run_1/sizing.png
Scale bar: 50 um.
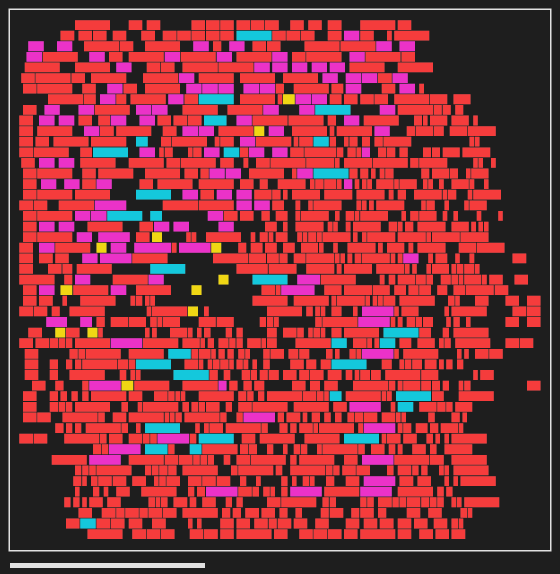
run_1/closeup.png
Scale bar: 10 um. Window x 49 to 89, y 22 to 62 um. Cells in grey, sequential cells in the stronger grey; small squares are vias.
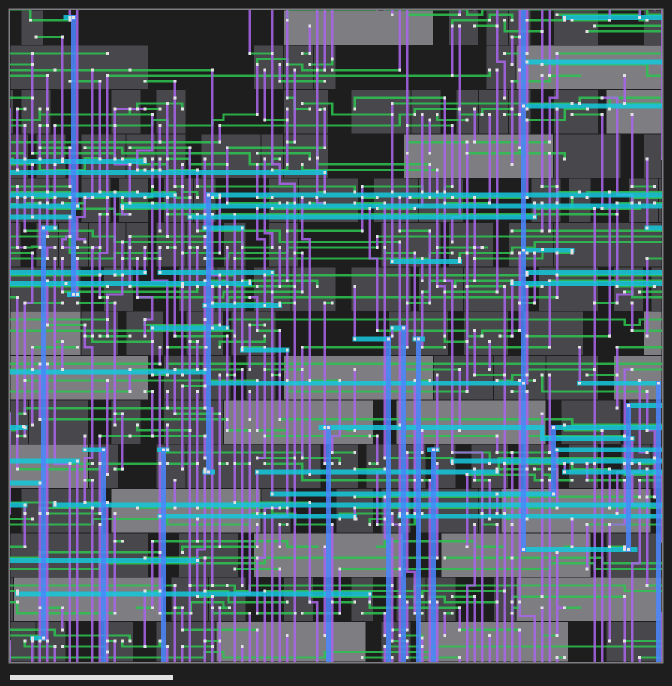
run_1/m2.png
Scale bar: 50 um. Cells faint in the background.
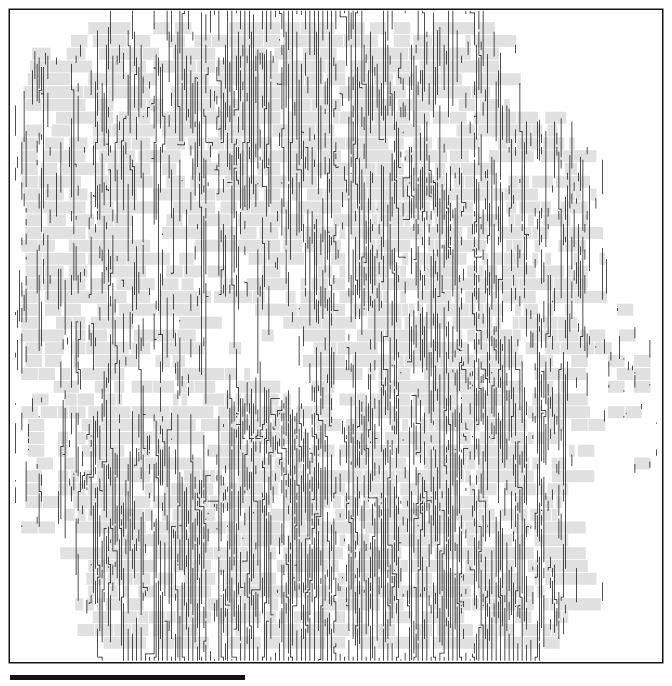
<file path="config.mk">
export PLATFORM = sky130hd
export DESIGN_NAME = mbgd_weight_update_flat
export DESIGN_NICKNAME = d
export VERILOG_FILES = /design/src/rtl/mbgd_weight_update_if.sv /design/src/rtl/mbgd_weight_update.sv /design/src/flat_wrapper.sv
export SDC_FILE = /design/constraint.sdc
export NUM_CORES = 1
export LEC_CHECK = 0
export CORE_MARGIN = 2
export CORE_UTILIZATION = 51
export CTS_CLUSTER_SIZE = 16
export DETAILED_ROUTE_END_ITERATION = 8
export PLACE_DENSITY = 0.82
export SETUP_SLACK_MARGIN = 0.02
export SYNTH_ARGS = -nofsm -noshare
export SYNTH_HDL_FRONTEND = slang
export SYNTH_SLANG_ARGS = --single-unit
</file>
<file path="constraint.sdc">
create_clock -name clk -period 7.8 [get_ports clk]
set_input_delay 1.56 -clock clk [delete_from_list [all_inputs] [get_ports clk]]
set_output_delay 1.56 -clock clk [all_outputs]
set_load 0.02 [all_outputs]
</file>
<file path="src/rtl/mbgd_weight_update_if.sv">
// Handshake and weight-bank bus of the gradient-descent write-back stage.
// Packing of x_vec / w_load_data / weights: element i at bits [i*DW +: DW].
interface mbgd_weight_update_if #(
    parameter int N     = 8,
    parameter int N_bit = 3,
    parameter int DW    = 8
);
    logic                    grad_valid;
    logic                    grad_ready;
    logic [2*DW+N_bit-1:0]   grad;
    logic [N*DW-1:0]         x_vec;
    logic                    w_load;
    logic [N*DW-1:0]         w_load_data;
    logic [N*DW-1:0]         weights;
    logic                    busy;
    logic                    update_done;
    logic                    sat_seen;

    modport master (
        output grad_valid, grad, x_vec, w_load, w_load_data,
        input  grad_ready, weights, busy, update_done, sat_seen
    );

    modport slave (
        input  grad_valid, grad, x_vec, w_load, w_load_data,
        output grad_ready, weights, busy, update_done, sat_seen
    );
endinterface

</file>
<file path="src/rtl/mbgd_weight_update.sv">
// Sequential weight write-back: w[i] -= (grad * x[i]) >>> LR_SHIFT, one weight per cycle.
// Define MBGD_WEIGHT_SAT_EN to clamp results and track sat_seen; otherwise results wrap.
module mbgd_weight_update #(
    parameter int N        = 8,
    parameter int N_bit    = 3,
    parameter int DW       = 8,
    parameter int LR_SHIFT = 4
) (
    input  logic                clk,
    input  logic                reset,
    mbgd_weight_update_if.slave bus
);
    localparam int GW = 2*DW + N_bit;
    localparam int PW = 3*DW + N_bit;
    localparam int WW = PW + 1;
    localparam logic [N_bit-1:0] LAST = N_bit'(N - 1);

    typedef enum logic [1:0] {IDLE, UPDATE, DONE} state_t;

    state_t            state_q, state_d;
    logic [GW-1:0]     grad_q, grad_d;
    logic [N*DW-1:0]   x_q, x_d;
    logic [N*DW-1:0]   w_q, w_d;
    logic [N_bit-1:0]  idx_q, idx_d;

    logic [DW-1:0]         w_cur, x_cur, w_new;
    logic signed [PW-1:0]  grad_ext, x_ext, delta;
    logic signed [WW-1:0]  wide;

    always_comb begin
        w_cur    = w_q[idx_q*DW +: DW];
        x_cur    = x_q[idx_q*DW +: DW];
        grad_ext = {{(PW-GW){grad_q[GW-1]}}, grad_q};
        x_ext    = {{(PW-DW){x_cur[DW-1]}}, x_cur};
        delta    = (grad_ext * x_ext) >>> LR_SHIFT;
        // One extra bit keeps the subtraction exact for any operands.
        wide     = {{(WW-DW){w_cur[DW-1]}}, w_cur} - {delta[PW-1], delta};
    end

`ifdef MBGD_WEIGHT_SAT_EN
    logic clamp;
    logic sat_q, sat_d;

    always_comb begin
        clamp = wide[WW-1] ? !(&wide[WW-2:DW-1]) : (|wide[WW-2:DW-1]);
        if (!clamp)
            w_new = wide[DW-1:0];
        else if (wide[WW-1])
            w_new = {1'b1, {(DW-1){1'b0}}};
        else
            w_new = {1'b0, {(DW-1){1'b1}}};
    end

    always_comb begin
        sat_d = sat_q;
        if (state_q == IDLE && !bus.grad_valid && bus.w_load)
            sat_d = 1'b0;
        else if (state_q == UPDATE && clamp)
            sat_d = 1'b1;
    end

    always_ff @(posedge clk or negedge reset) begin
        if (!reset) sat_q <= 1'b0;
        else        sat_q <= sat_d;
    end

    assign bus.sat_seen = sat_q;
`else
    logic unused_wide_hi;

    assign w_new          = wide[DW-1:0];
    assign unused_wide_hi = ^wide[WW-1:DW];
    assign bus.sat_seen   = 1'b0;
`endif

    always_comb begin
        state_d = state_q;
        grad_d  = grad_q;
        x_d     = x_q;
        w_d     = w_q;
        idx_d   = idx_q;
        case (state_q)
            IDLE: begin
                if (bus.grad_valid) begin
                    state_d = UPDATE;
                    grad_d  = bus.grad;
                    x_d     = bus.x_vec;
                    idx_d   = '0;
                end else if (bus.w_load) begin
                    w_d = bus.w_load_data;
                end
            end
            UPDATE: begin
                w_d[idx_q*DW +: DW] = w_new;
                if (idx_q == LAST) state_d = DONE;
                else               idx_d   = idx_q + 1'b1;
            end
            DONE:    state_d = IDLE;
            default: state_d = IDLE;
        endcase
    end

    always_ff @(posedge clk or negedge reset) begin
        if (!reset) begin
            state_q <= IDLE;
            grad_q  <= '0;
            x_q     <= '0;
            w_q     <= '0;
            idx_q   <= '0;
        end else begin
            state_q <= state_d;
            grad_q  <= grad_d;
            x_q     <= x_d;
            w_q     <= w_d;
            idx_q   <= idx_d;
        end
    end

    // grad_ready is gated by reset so every output reads 0 while reset is held.
    assign bus.grad_ready  = (state_q == IDLE) && reset;
    assign bus.busy        = (state_q == UPDATE);
    assign bus.update_done = (state_q == DONE);
    assign bus.weights     = w_q;
endmodule

</file>
<file path="src/flat_wrapper.sv">
// flat-port wrapper written by rule: the top's interface ports become plain ports
module mbgd_weight_update_flat 
#(
    parameter int N        = 8,
    parameter int N_bit    = 3,
    parameter int DW       = 8,
    parameter int LR_SHIFT = 4
)
  (clk, reset, bus_grad_valid, bus_grad, bus_x_vec, bus_w_load, bus_w_load_data, bus_grad_ready, bus_weights, bus_busy, bus_update_done, bus_sat_seen);
  mbgd_weight_update_if #(.N(N), .N_bit(N_bit), .DW(DW)) bus_i ();
  input  logic clk;
  input  logic reset;
  input wire logic [$bits(bus_i.grad_valid)-1:0] bus_grad_valid;
  input wire logic [$bits(bus_i.grad)-1:0] bus_grad;
  input wire logic [$bits(bus_i.x_vec)-1:0] bus_x_vec;
  input wire logic [$bits(bus_i.w_load)-1:0] bus_w_load;
  input wire logic [$bits(bus_i.w_load_data)-1:0] bus_w_load_data;
  output wire logic [$bits(bus_i.grad_ready)-1:0] bus_grad_ready;
  output wire logic [$bits(bus_i.weights)-1:0] bus_weights;
  output wire logic [$bits(bus_i.busy)-1:0] bus_busy;
  output wire logic [$bits(bus_i.update_done)-1:0] bus_update_done;
  output wire logic [$bits(bus_i.sat_seen)-1:0] bus_sat_seen;
  assign bus_i.grad_valid = bus_grad_valid;
  assign bus_i.grad = bus_grad;
  assign bus_i.x_vec = bus_x_vec;
  assign bus_i.w_load = bus_w_load;
  assign bus_i.w_load_data = bus_w_load_data;
  assign bus_grad_ready = bus_i.grad_ready;
  assign bus_weights = bus_i.weights;
  assign bus_busy = bus_i.busy;
  assign bus_update_done = bus_i.update_done;
  assign bus_sat_seen = bus_i.sat_seen;
  mbgd_weight_update #(.N(N), .N_bit(N_bit), .DW(DW), .LR_SHIFT(LR_SHIFT)) u_core (.clk(clk), .reset(reset), .bus(bus_i));
endmodule
</file>
==> impl_metrics.tcl, run 1 <==
# collected from the flow reports
set metrics [dict create \
    status "completed" \
    nWellTaps 229 \
    root_buffer "clkbuf_16" \
    cp_top_family "adder cells" \
    dp.final_hpwl_mm 19.23 \
    top_cells_by_area "dfrtp_1 39%, mux2_2 11%, fa_1 8.0%, ha_1 5.3%, mux4_2 4.9%" \
    skew_ps 11.14 \
    grt_start_max_net_pins 84 \
    hold_buffers 0 \
    syn_area_sq_um 9225 \
    seq_share 0.3002 \
    dominant_cells "logic gates" \
    yosys-mux-area-fraction 0.1737 \
    ys_cells 877 \
    reg2reg_from "u_core.idx_q[2]$_DFFE_PN0P_" \
    synth_seq_share 0.3933 \
    seq_cells 145 \
    grt_pass1_vias 7730 \
    n_antenna_cell 0 \
    routed_wirelength_mm 26.36 \
    clk_latency_ps 440 \
]
Notes on sizing.png above:
Key: red = x1 and smaller [cells 927, most used clkdlybuf4s50_1]; cyan = x6 and larger [cells 30, most used clkbuf_16]; yellow = x3 and x4 [cells 12, most used buf_4]; magenta = x2 [cells 117, most used mux2_2]
final instance area: 12090 sq um
Area Growth Syn to Fin: 31.06%

Notes on closeup.png above:
Key: green = M1; purple = M2; cyan = M3; blue = M4
Most frequent: clkdlybuf4s50_1 (18), a21oi_1 (17). 134 logic cells have their middle in the window. Sequential cells in the window: 16. Netlist names of flops here include u_core.bus.weights (16).

Notes on m2.png above:
1136 nets have wire on it. The layer carries 13000 um of wire. The longest straight run is 43.9 um. The layer holds 49% of the routed length. The wires run mostly vertical.

==> run 2: changes to the inputs <==
- CAP_MARGIN: not set -> 20
==> run 2 against run 1 <==
Net effect:
- critical path depth stayed put
- clock-buffer cell count stayed put
- worst setup slack better by 8.0 ps
==> impl_metrics.tcl, run 2 <==
# collected from the flow reports
set metrics [dict create \
    whs_endpoint "u_core.x_q[29]$_DFFE_PN0P_" \
    wl_met1_mm 10.77 \
    seq_share 0.2995 \
    path_depth 22 \
    min_path_type "flip-flop to flip-flop" \
    dominant_cells "logic gates" \
    n_antenna_cell 0 \
    routed_wirelength_mm 26.34 \
    grt_pass1_vias 7730 \
    slowest_delay_ps 830 \
    reg2reg_from "u_core.idx_q[2]$_DFFE_PN0P_" \
    status "completed" \
    cts_buffers 17 \
    cp_top_family "adder cells" \
    crit_arrival_ps 7200 \
    grt_pass1_wl_mm 41.81 \
    gr-total-overflow 0 \
    cp.required_ps 8160 \
    chip_area_sq_um 19180 \
    ys_cells 877 \
    edf_count 0 \
    root_buffer "clkbuf_16" \
    synth_seq_share 0.3933 \
    grt_start_max_net_pins 84 \
    synthTopCellsByCount "145 x dfrtp_1, 89 x mux2_2, 78 x nand2_1" \
    dp.final_hpwl_mm 19.23 \
    hold_buffers 0 \
    top_cells_by_area "dfrtp_1 39%, mux2_2 11%, fa_1 8.0%, ha_1 5.3%, mux4_2 4.9%" \
    reg2reg_depth 22 \
    yosys.cell_count.top_type "dfrtp_1" \
    clk_latency_ps 440 \
    drt_iter0_markers 710 \
    fillers 1344 \
    seq_cells 145 \
    yosys-mux-area-fraction 0.1737 \
    nWellTaps 229 \
    syn_area_sq_um 9225 \
    skew_ps 13.62 \
]
run_2/congestion_map.png
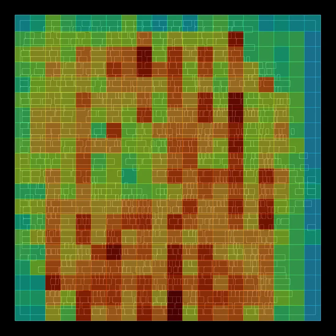
GR Util met2: 0.4567
final core utilization: 0.6792
GR Util All Layers: 0.2779
Routed WL per cell: 20.00 um
GR Util met1: 0.3753

run_2/sizing.png
Scale bar: 50 um.
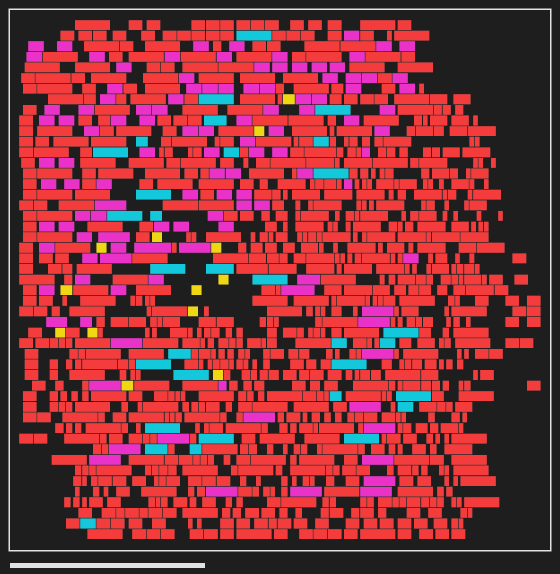
final instance area: 12120 sq um
Buffers excl. clock: 220
final setup margin: 956.0 ps
Area Growth Syn to Fin: 31.36%

run_2/m1.png
Scale bar: 50 um. Supply wires on this layer in grey. Cells faint in the background.
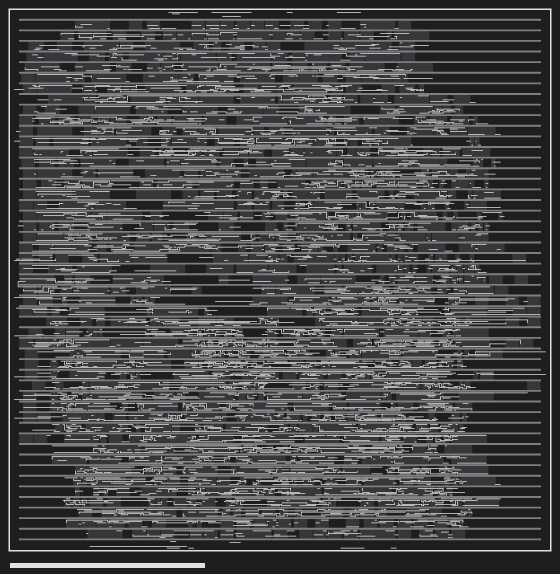
The layer holds 41% of the routed length. The layer carries 10800 um of wire. The longest straight run is 39.6 um.

